==> config.mk <==
export PLATFORM = sky130hd
export DESIGN_NAME = branch_resolve
export DESIGN_NICKNAME = d
export VERILOG_FILES = /design/src/rtl/branch_resolve_pkg.sv /design/src/rtl/branch_resolve_sat.sv /design/src/rtl/branch_resolve.sv
export SDC_FILE = /design/constraint.sdc
export NUM_CORES = 1
export LEC_CHECK = 0
export ABC_CLOCK_PERIOD_IN_PS = 4920
export CAP_MARGIN = 10
export CORE_UTILIZATION = 43
export DETAILED_ROUTE_END_ITERATION = 10
export PLACE_DENSITY = 0.87
export SETUP_SLACK_MARGIN = 0.5
export SKIP_LAST_GASP = 1
export SLEW_MARGIN = 15
export SYNTH_ARGS = -nofsm -noshare
export SYNTH_HDL_FRONTEND = slang
export SYNTH_SLANG_ARGS = --single-unit
==> constraint.sdc <==
create_clock -name clk -period 4.92 [get_ports clk]
set_input_delay 0.984 -clock clk [delete_from_list [all_inputs] [get_ports clk]]
set_output_delay 0.984 -clock clk [all_outputs]
set_load 0.05 [all_outputs]
==> src/rtl/branch_resolve_pkg.sv <==
// Shared types for the ex-stage branch resolver: branch-type encodings,
// resolver state encoding and the PC hash sent to the predictor.
package branch_resolve_pkg;

    typedef enum logic [1:0] {
        BR_NONE     = 2'b00,
        BR_COND     = 2'b01,
        BR_DIRECT   = 2'b10,
        BR_INDIRECT = 2'b11
    } br_type_e;

    typedef enum logic {
        ST_RUN   = 1'b0,
        ST_FLUSH = 1'b1
    } state_e;

    // Drops the word-offset bits; callers truncate to their hash width.
    function automatic logic [63:0] pc_hash(input logic [63:0] pc);
        return pc >> 2;
    endfunction

endpackage

==> src/rtl/branch_resolve_sat.sv <==
// Saturating up-counter used for prediction-accuracy statistics.
module sat_counter #(
    parameter int CNT_WIDTH = 32
) (
    input  logic                 clk,
    input  logic                 rst,
    input  logic                 inc,
    output logic [CNT_WIDTH-1:0] count
);

    always_ff @(posedge clk or posedge rst) begin
        if (rst)
            count <= '0;
        else if (inc && !(&count))
            count <= count + CNT_WIDTH'(1);
    end

endmodule

==> src/rtl/branch_resolve.sv <==
// Resolves ex-stage control flow against the fetch prediction, feeds the
// predictor, redirects the front end and masks the wrong-path shadow.
module branch_resolve
    import branch_resolve_pkg::*;
#(
    parameter int ADDR_WIDTH   = 32,
    parameter int HASH_WIDTH   = 24,
    parameter int FLUSH_CYCLES = 3,
    parameter int CNT_WIDTH    = 32
) (
    input  logic                  clk,
    input  logic                  rst,
    input  logic                  brVld,
    input  logic [ADDR_WIDTH-1:0] brPC,
    input  logic [1:0]            brType,
    input  logic                  brCond,
    input  logic [ADDR_WIDTH-1:0] brTarget,
    input  logic                  pdBranch,
    input  logic [ADDR_WIDTH-1:0] pdPC,
    input  logic                  extFlush,
    output logic                  exVld,
    output logic [HASH_WIDTH-1:0] exPC,
    output logic [HASH_WIDTH-1:0] exPCTar,
    output logic [1:0]            exType,
    output logic                  exBranch,
    output logic                  exWrong,
    output logic                  redirVld,
    output logic [ADDR_WIDTH-1:0] redirPC,
    output logic                  inShadow,
    output logic [CNT_WIDTH-1:0]  brCount,
    output logic [CNT_WIDTH-1:0]  missCount
);

    localparam int SW = $clog2(FLUSH_CYCLES + 1);

    state_e                state;
    logic [SW-1:0]         shadow_cnt;
    logic                  taken;
    logic [ADDR_WIDTH-1:0] actual_next;
    logic                  wrong;
    logic                  accept;

    always_comb begin
        taken = 1'b0;
        case (brType)
            BR_COND:     taken = brCond;
            BR_DIRECT:   taken = 1'b1;
            BR_INDIRECT: taken = 1'b1;
            default:     taken = 1'b0;
        endcase
    end

    // Target is compared for every type so stale predictor entries on
    // non-branches show up as mispredicts.
    assign actual_next = taken ? brTarget : brPC + ADDR_WIDTH'(4);
    assign wrong       = (pdBranch != taken) || (actual_next != pdPC);
    assign accept      = brVld && (state == ST_RUN) && !extFlush;
    assign inShadow    = (state == ST_FLUSH);

    always_ff @(posedge clk or posedge rst) begin
        if (rst) begin
            state      <= ST_RUN;
            shadow_cnt <= '0;
            exVld      <= 1'b0;
            exPC       <= '0;
            exPCTar    <= '0;
            exType     <= '0;
            exBranch   <= 1'b0;
            exWrong    <= 1'b0;
            redirVld   <= 1'b0;
            redirPC    <= '0;
        end else begin
            exVld    <= accept;
            redirVld <= accept && wrong;
            if (accept) begin
                exPC     <= HASH_WIDTH'(pc_hash(64'(brPC)));
                exPCTar  <= HASH_WIDTH'(pc_hash(64'(brTarget)));
                exType   <= brType;
                exBranch <= taken;
                exWrong  <= wrong;
            end
            if (accept && wrong)
                redirPC <= actual_next;

            if (extFlush) begin
                state      <= ST_RUN;
                shadow_cnt <= '0;
            end else if (accept && wrong) begin
                state      <= ST_FLUSH;
                shadow_cnt <= SW'(FLUSH_CYCLES);
            end else if (state == ST_FLUSH) begin
                // Leave on the decrement that reaches zero so the next
                // input lands FLUSH_CYCLES+1 cycles after the mispredict.
                shadow_cnt <= shadow_cnt - SW'(1);
                if (shadow_cnt == SW'(1))
                    state <= ST_RUN;
            end
        end
    end

    sat_counter #(.CNT_WIDTH(CNT_WIDTH)) u_br_cnt (
        .clk   (clk),
        .rst   (rst),
        .inc   (accept && (brType != BR_NONE)),
        .count (brCount)
    );

    sat_counter #(.CNT_WIDTH(CNT_WIDTH)) u_miss_cnt (
        .clk   (clk),
        .rst   (rst),
        .inc   (accept && wrong),
        .count (missCount)
    );

endmodule

run_1/sizes.png
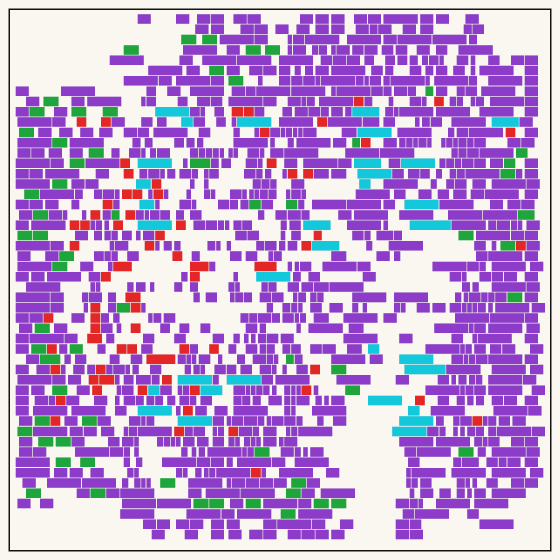
- green: _2 cells (cells 64)
- cyan: _6 and larger (cells 32)
- red: _3 and _4 cells (cells 70)
- purple: _0 and _1 cells (cells 1000)

run_1/placement_by_type.png
Fill, decap, tap and diode cells in gray.
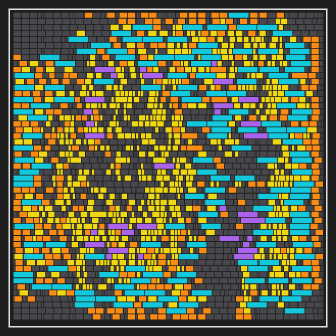
- cyan: sequential cells (cells 153; share of their area 32%)
- yellow: combinational and other logic (cells 666; share of their area 37%)
- purple: clock drivers and dummy loads (cells 32; share of their area 5.1%)
- orange: remaining buffers and delay cells (cells 315; share of their area 26%)

run_1/io_fan.png
Scale bar: 50 um.
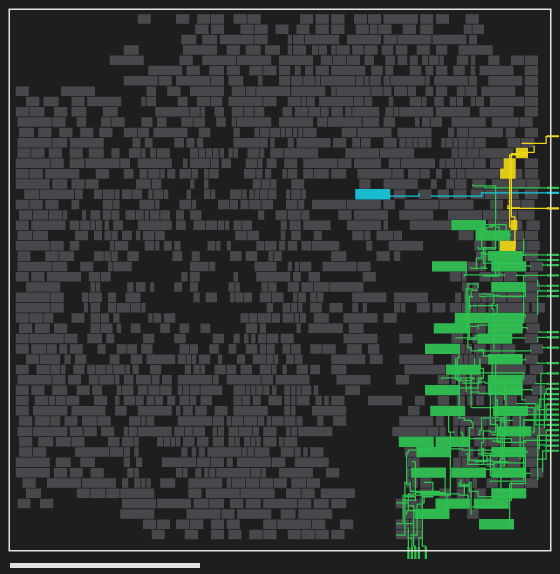
- cyan: redirVld (bits 1; direction output; edge right; end cells 1; buffers 1; wire 40.4 um)
- yellow: brType (bits 2; direction input; edge right; end cells 5; buffers 2; wire 84.3 um)
- green: brCount (bits 32; direction output; edge 27 right, 5 bottom; end cells 32; buffers 32; wire 1330 um)

==> run notes, run 1 <==
fresh numbers from the pnr run: status=complete, no violations, crit-path max FO=10, Hold Startpoint=redirPC[12], Worst EP required=5.22 ns, internal power=about 2800 uW, first-pass GRT wire length=approximately 44 mm, register share after synthesis=~45%, Seq cells post-synth=~150, CTS Buffer Depth=2, tapcell count=about 270, pin count of the biggest net entering global routing=roughly 67, Top class by area=combinational gates, switching part of the total power=between 30% and 40%, Non-clk bufs=about 320, slowest stage cell on the critical path=or4b_4, reg2reg setup slack=roughly 1.7 ns, YS warnings=0, I/O pins=~260, Detail Route met2 WL=between 10 and 15 mm, CTS buffer count=17, Nets=approximately 1300, Wirelength per Cell=approximately 20 um, biggest regs=redirPC: 32 flops, u_br_cnt.count: 32 flops, u_miss_cnt.count: 32 flops, routed via count=7987, OpenROAD warning count=26, CP endpoint=redirPC[10], mean post-synth cell area=between 9 and 10 um2, delay-heaviest family, CP=simple AND/OR/NAND/NOR gates, CP cell instances=clkdlybuf4s50_1, ha_2, nand3_2, buf_4, or3_1, or4_4, and2_1, a32oi_1, o2111ai_2, or4b_4, o21ai_4, buf_4, inv_4, mux2_1, worst hold path class=flop to flop, metal3 WL=around 2.4 mm, combinational share of cell area=a little over a third, chip area=~20000 um2, global route hottest layer=met2, vias per cell=between 5 and 6, post-route antenna net violation count=0, worst setup path startpoint=brPC[2], buffers plus inverters on the worst setup path=4, post-cts sizing count=2, Top Layer Used=met4, cell count along the critical path=14, CP Class=input pin to flop, Clk pin slew, worst setup/hold paths=0.06 ns, cycle use final=87.9%, Mapped Area=around 8500 um2, most frequent logic cell in the layout=clkdlybuf4s50_1, Logic cell area=4330 um2, layout cell share with drive strength beyond 1=around 14%, Core Util at FP=43.7%, routed wire length=between 20 and 30 mm, fraction of registers with async set/reset=100%, Net Sw Power=approximately 1800 uW, syn nets=a little under 1000, Cell Pwr Density=~370 nW/um2, Comb group=around 1600 uW, Buffers on Ports=254, Crit. End Element=flop, Yosys Instances=865, reg-to-reg endpoint=u_br_cnt.count[28], power after layout=approximately 4600 uW, clk latency late pin=around 0.43 ns, Initial DRC Count=roughly 480, fmax=between 200 and 250 MHz, Clock power frac=roughly 30%, vias in the first global route=8016, fin. max-slew vios=0, die width=about 140 um, GRT met2 Usage=48.6%, Yosys cell types=67, RSZ-0062 raised after global routing=no, startpoint types=input pin, Final non-clock buffer share=between 20% and 30%, max-cap viol count=0, met1 Usage GRT=35.3%, chip height=~140 um, most frequent logic cells in the routed design=clkdlybuf4s50_1 (254), dfrtp_1 (153), nand2_1 (72), xnor2_1 (63), buf_4 (56), CTS tree=done, initial antenna violation count=0, Setup Skew=0.0132 ns, YS chip area=between 8000 and 9000 um2, Worst-Margin Slew=0.872 ns, # Post-CTS Setup Buffers=0, antenna cells=0, Worst Hold Depth=1, total track usage=28.9%, final cell utilization of the core=approximately 63%, P_leak=0.00510 uW, Final Hold Viols=0, clock-net power=between 1000 and 1500 uW, Top pwr grp=combinational logic, hold_buf cts=0, Fillers=roughly 1600, Synth Instances=865, Final Setup Violations=0, routing usage on met3=~7.3%, Seq. cell area=3830 um2, CLK BUF=17, Routed met1 length=approximately 11 mm, sequential power=roughly 1600 uW, CTS Root Cell=clkbuf_16, Min Hold Slack=0.475 ns, Most common cell on crit path=buf_4, Combinational Gates=~630, Final TNS setup=0 ns, Flops=~150, crit path DAT=4.63 ns, invs w/o clock=37, Clock buf/inv share=4.93%, register share of total power=around 35%, # rows=about 51, core area=~19000 um2, detailed placement HPWL=~23 mm, Worst VDD drop=about 0.24 mV, CTS HTree Levels=4, hold worst-path end=redirPC[12], Max-slew headroom=a little over two fifths, clk sink count=roughly 150, crit-path max cell delay=0.55 ns, sequential fraction of total cell area=between 30% and 40%, EDFF count, synth=0, Comb power frac=~36%, Reg2Reg Depth=9, Routability Congestion=0.993, Tmin final=~4.3 ns, grt total ovfl=0, area delta synth->final=45.1%, RR Startpoint=inShadow, Synth Flop Type=dfrtp_1, # DRC=0, Pre-antenna DRT Iters=7
==> run 1: stage by stage <==
stage	instance area (um2)	std cells	setup slack (ns)
after floorplan	8490	865	0.617
after global placement	11700	1399	0.0546
after detailed placement	11700	1399	0.0228
after CTS	12300	1431	0.513
after global routing	12300	1431	0.494
final	12300	1431	0.593
==> run 1: logic make-up (layout without fill, tap and decap cells) <==
logic type | Yosys count | count (layout) | share of synthesized area [%]
and+or+nand+nor | 308 | 308 | 19.1
xor gates and xnor gates | 111 | 111 | 11.5
adders and majority gates | 4 | 4 | 0.590
buffers and inverters | 83 | 384 | 4.35
muxes | 63 | 63 | 8.31
DFF | 153 | 153 | 45.1
AOI/OAI and AO/OA | 143 | 143 | 11.0
==> run 1: synthesized netlist by cell type, drive strengths merged (3+ instances only) <==
master | count | area (um2)
a2111oi | 3 | 26.3
a211oi | 8 | 60.1
a21o | 9 | 67.6
a21oi | 34 | 170
a221oi | 4 | 35.0
a31oi | 11 | 68.8
and2 | 5 | 31.3
and3 | 18 | 113
and4 | 4 | 35.0
buf | 16 | 114
clkbuf | 30 | 114
dfrtp | 153 | 3830
ha | 4 | 50.1
inv | 37 | 141
mux2 | 59 | 664
mux2i | 4 | 40.0
nand2 | 72 | 270
nand2b | 9 | 56.3
nand3 | 35 | 180
nand4 | 20 | 125
nor2 | 54 | 205
nor2b | 6 | 37.5
nor3 | 24 | 125
nor3b | 7 | 52.6
nor4 | 23 | 159
nor4b | 6 | 52.6
o2111ai | 3 | 26.3
o211ai | 5 | 37.5
o21ai | 30 | 154
o221ai | 3 | 26.3
o22ai | 9 | 56.3
o31ai | 4 | 30.0
or2 | 4 | 25.0
or3 | 10 | 62.6
or4 | 4 | 30.0
xnor2 | 63 | 552
xor2 | 48 | 420
run_1/wires.png
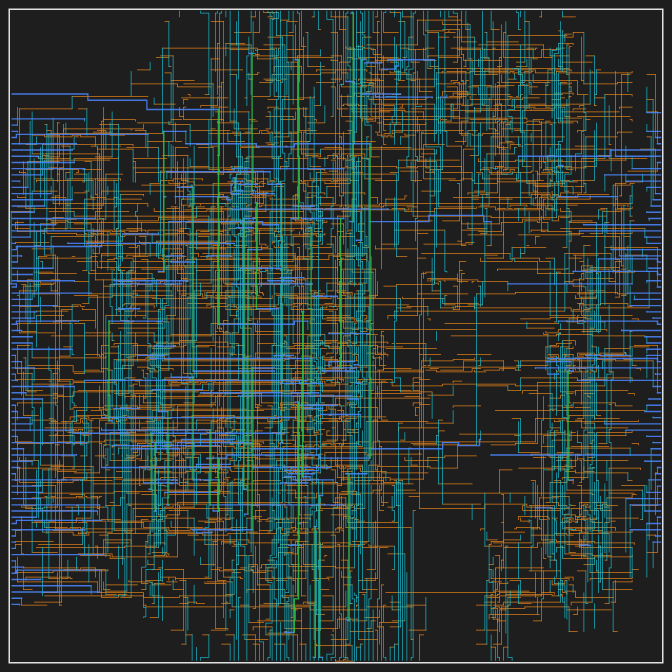

==> run 2, diff against run 1 <==
ABC_CLOCK_PERIOD_IN_PS = 4200   (was 4920)
CORE_UTILIZATION = 45   (was 43)
clock period = 4.2 ns   (was 4.92 ns; I/O delays follow)
run_2/wires.png
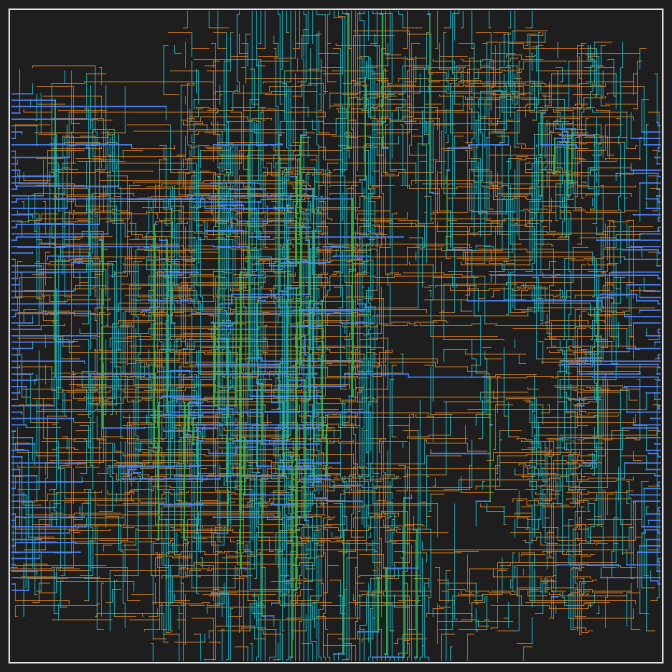
- green: metal 4 (wire length 1540 um)
- orange: metal 1 (wire length 12300 um)
- cyan: metal 2 (wire length 15200 um)
- blue: metal 3 (wire length 2280 um)

==> run notes, run 2 <==
fresh numbers from the pnr run: Tmin final=3.73 ns, delay-heaviest family, CP=simple AND/OR/NAND/NOR gates, Synth top cells by count=dfrtp_1 (153), nand2_1 (72), xnor2_1 (63), antenna cells=0, EDFF count, synth=0, CP Class=input pin to flop, Wirelength per Cell=approximately 21 um, Pre-antenna DRT Iters=6, slowest stage cell on the critical path=or4b_4, Max-slew headroom=between 40% and 50%, clock-net power=roughly 1600 uW, I/O pins=255, CTS Root Cell=clkbuf_16, die width=~140 um, startpoint types=input pin, Buffers on Ports=254, cycle use final=88.9%, fraction of registers with async set/reset=100%, Core Util at FP=46.6%, fin. max-slew vios=0, pin count of the biggest net entering global routing=about 65, clk sink count=roughly 150, Setup Skew=0.00877 ns, vias per cell=5.77, Worst Hold Depth=1, hold worst-path end=redirPC[31], initial antenna violation count=0, Worst-Margin Slew=a little over 0.8 ns, internal power=between 3000 and 4000 uW, Min Hold Slack=0.479 ns, CTS HTree Levels=4, sequential power=roughly 1900 uW, Design Area, Final=13200 um2, Final Setup Violations=0, reg-to-reg endpoint=u_miss_cnt.count[1], Routability Congestion=1.01, cell accounting for the most synthesized area=dfrtp_1, Initial DRC Count=roughly 640, # DRC=0, Comb power frac=a little under two fifths, first-pass GRT wire length=approximately 48 mm, Yosys Instances=roughly 870, status=complete, no violations, CTS buffer count=17, OpenROAD warning count=28, Setup WS pre-CTS=-0.425 ns, max-cap viol count=0, Cell Pwr Density=just over 400 nW/um2, Clk pin slew, worst setup/hold paths=roughly 0.070 ns, total track usage=between 30 and 40%, most frequent cell after synthesis=dfrtp_1, register share after synthesis=45.1%, grt total ovfl=0, # rows=about 49, RR Startpoint=u_miss_cnt.count[0], crit path DAT=about 4 ns, cell count along the critical path=15, Yosys cell types=67, switching part of the total power=roughly two fifths, core area=around 18000 um2, Synth Instances=a little under 900, P_leak=0.00564 uW, Synth Flop Type=dfrtp_1, worst hold path class=flop to flop, CTS Buffer Depth=2, chip area=around 19000 um2, fmax=between 200 and 300 MHz, CP cell instances=buf_8, and4_4, or4b_4, buf_6, nor3_2, buf_4, a2bb2oi_2, o211ai_1, o41a_1, or4b_4, o21ai_4, buf_12, buf_6, nor3b_1, xor2_1, Comb group=around 2000 uW, Hold Startpoint=redirPC[31], Reg2Reg Depth=10, main area contributors=dfrtp_1 (45%), mux2_2 (6.8%), xnor2_1 (6.5%), final cell utilization of the core=72.4%, Top pwr grp=combinational logic, CTS tree=done, Crit. End Element=flop, Final Hold Viols=0, area delta synth->final=55.4%, YS warnings=0, YS chip area=between 8000 and 9000 um2, Largest type area fraction=~45%, routed via count=8490, detailed placement HPWL=around 24 mm, post-route antenna net violation count=0, biggest regs=redirPC: 32 flops, u_br_cnt.count: 32 flops, u_miss_cnt.count: 32 flops, Clock power frac=around 29%, Net Sw Power=2120 uW, crit-path max cell delay=0.50 ns, Placed Area=between 10000 and 15000 um2, Final TNS setup=0 ns, Worst EP required=about 4.5 ns, most frequent logic cells in the routed design=clkdlybuf4s50_1 (226), dfrtp_1 (153), buf_4 (115), nand2_1 (70), xnor2_1 (63), Mapped Area=8480 um2, vias in the first global route=between 8000 and 9000, routed wire length=31.3 mm, clk latency late pin=about 0.43 ns, chip height=between 100 and 150 um, Worst VDD drop=0.282 mV, Nets=approximately 1300, reg2reg setup slack=about 0.80 ns, mean post-synth cell area=slightly below 10 um2, buffers plus inverters on the worst setup path=5, syn nets=973, layout cell share with drive strength beyond 1=a little under a quarter, register share of total power=33.9%, worst setup margin=~0.47 ns, RSZ-0062 raised after global routing=yes, crit-path max FO=8, Seq cells post-synth=between 150 and 200, most frequent logic cell in the layout=clkdlybuf4s50_1
run_2/placement_by_type.png
Fill, decap, tap and diode cells in gray.
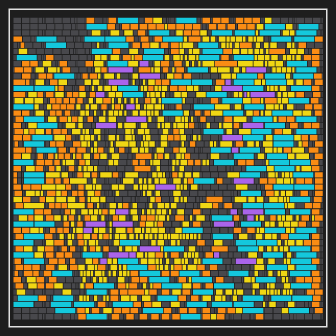
- purple: clock drivers and dummy loads (cells 32; share of their area 4.7%)
- cyan: sequential cells (cells 153; share of their area 30%)
- orange: remaining buffers and delay cells (cells 391; share of their area 29%)
- yellow: combinational and other logic (cells 666; share of their area 37%)

==> run 2: cell counts after synthesis <==
No cell type changed its count.
==> run 2: final cells by class <==
type,count,area (um2)
clock buffer,18,429
clock inverter,14,180
fill,1309,5030
inverter,37,150
multi-input combinational,629,4580
sequential,153,3830
tap,229,287
timing repair buffer,391,3730
==> run 2: stage by stage <==
step                      cells  total power [uW]
after floorplan             865              3040
after global placement     1423              3820
after detailed placement   1423              3850
after CTS                  1468              5470
after global routing       1471              5680
final                      1471              5480
==> run 2: kinds of logic (layout without fill, tap and decap cells) <==
family,Yosys count,count (layout),synth area share (%)
xor+xnor,111,111,11.5
simple gates,308,308,19.1
mux,63,63,8.31
flops,153,153,45.1
buf+inv,83,460,4.35
compound gates,143,143,11.0
fa+ha+maj,4,4,0.590
==> run 2: timing repair <==
action                                  in CTS  in global routing
endpoints found under the setup margin      69                 68
resized                                     98                 57
hold buffers                                 0                  0
buffers inserted                            12                  2
hold endpoints to repair                     0                  0
pin swaps                                   23                 24
cloned                                       1                  0
==> run 2: per-layer routing <==
layer	share of wire (%)	wire length [um]	global-route usage, %
met1	39	12300	38.4
met2	49	15200	55.2
met3	7.3	2280	6.81
met4	4.9	1540	17.1
met5	0	0	0
==> run 2: worst max-delay path by stage <==
stage / to / start
2_1_floorplan: u_miss_cnt.count[31] / brPC[16]
3_3_place_gp: u_miss_cnt.count[17] / brPC[11]
3_5_place_dp: u_miss_cnt.count[17] / brPC[16]
4_1_cts: u_miss_cnt.count[19] / brType[1]
5_1_grt: u_miss_cnt.count[24] / brPC[17]
6_report: u_miss_cnt.count[24] / brPC[17]
Power figures rest on the tool's default switching activity, not on a simulated workload.
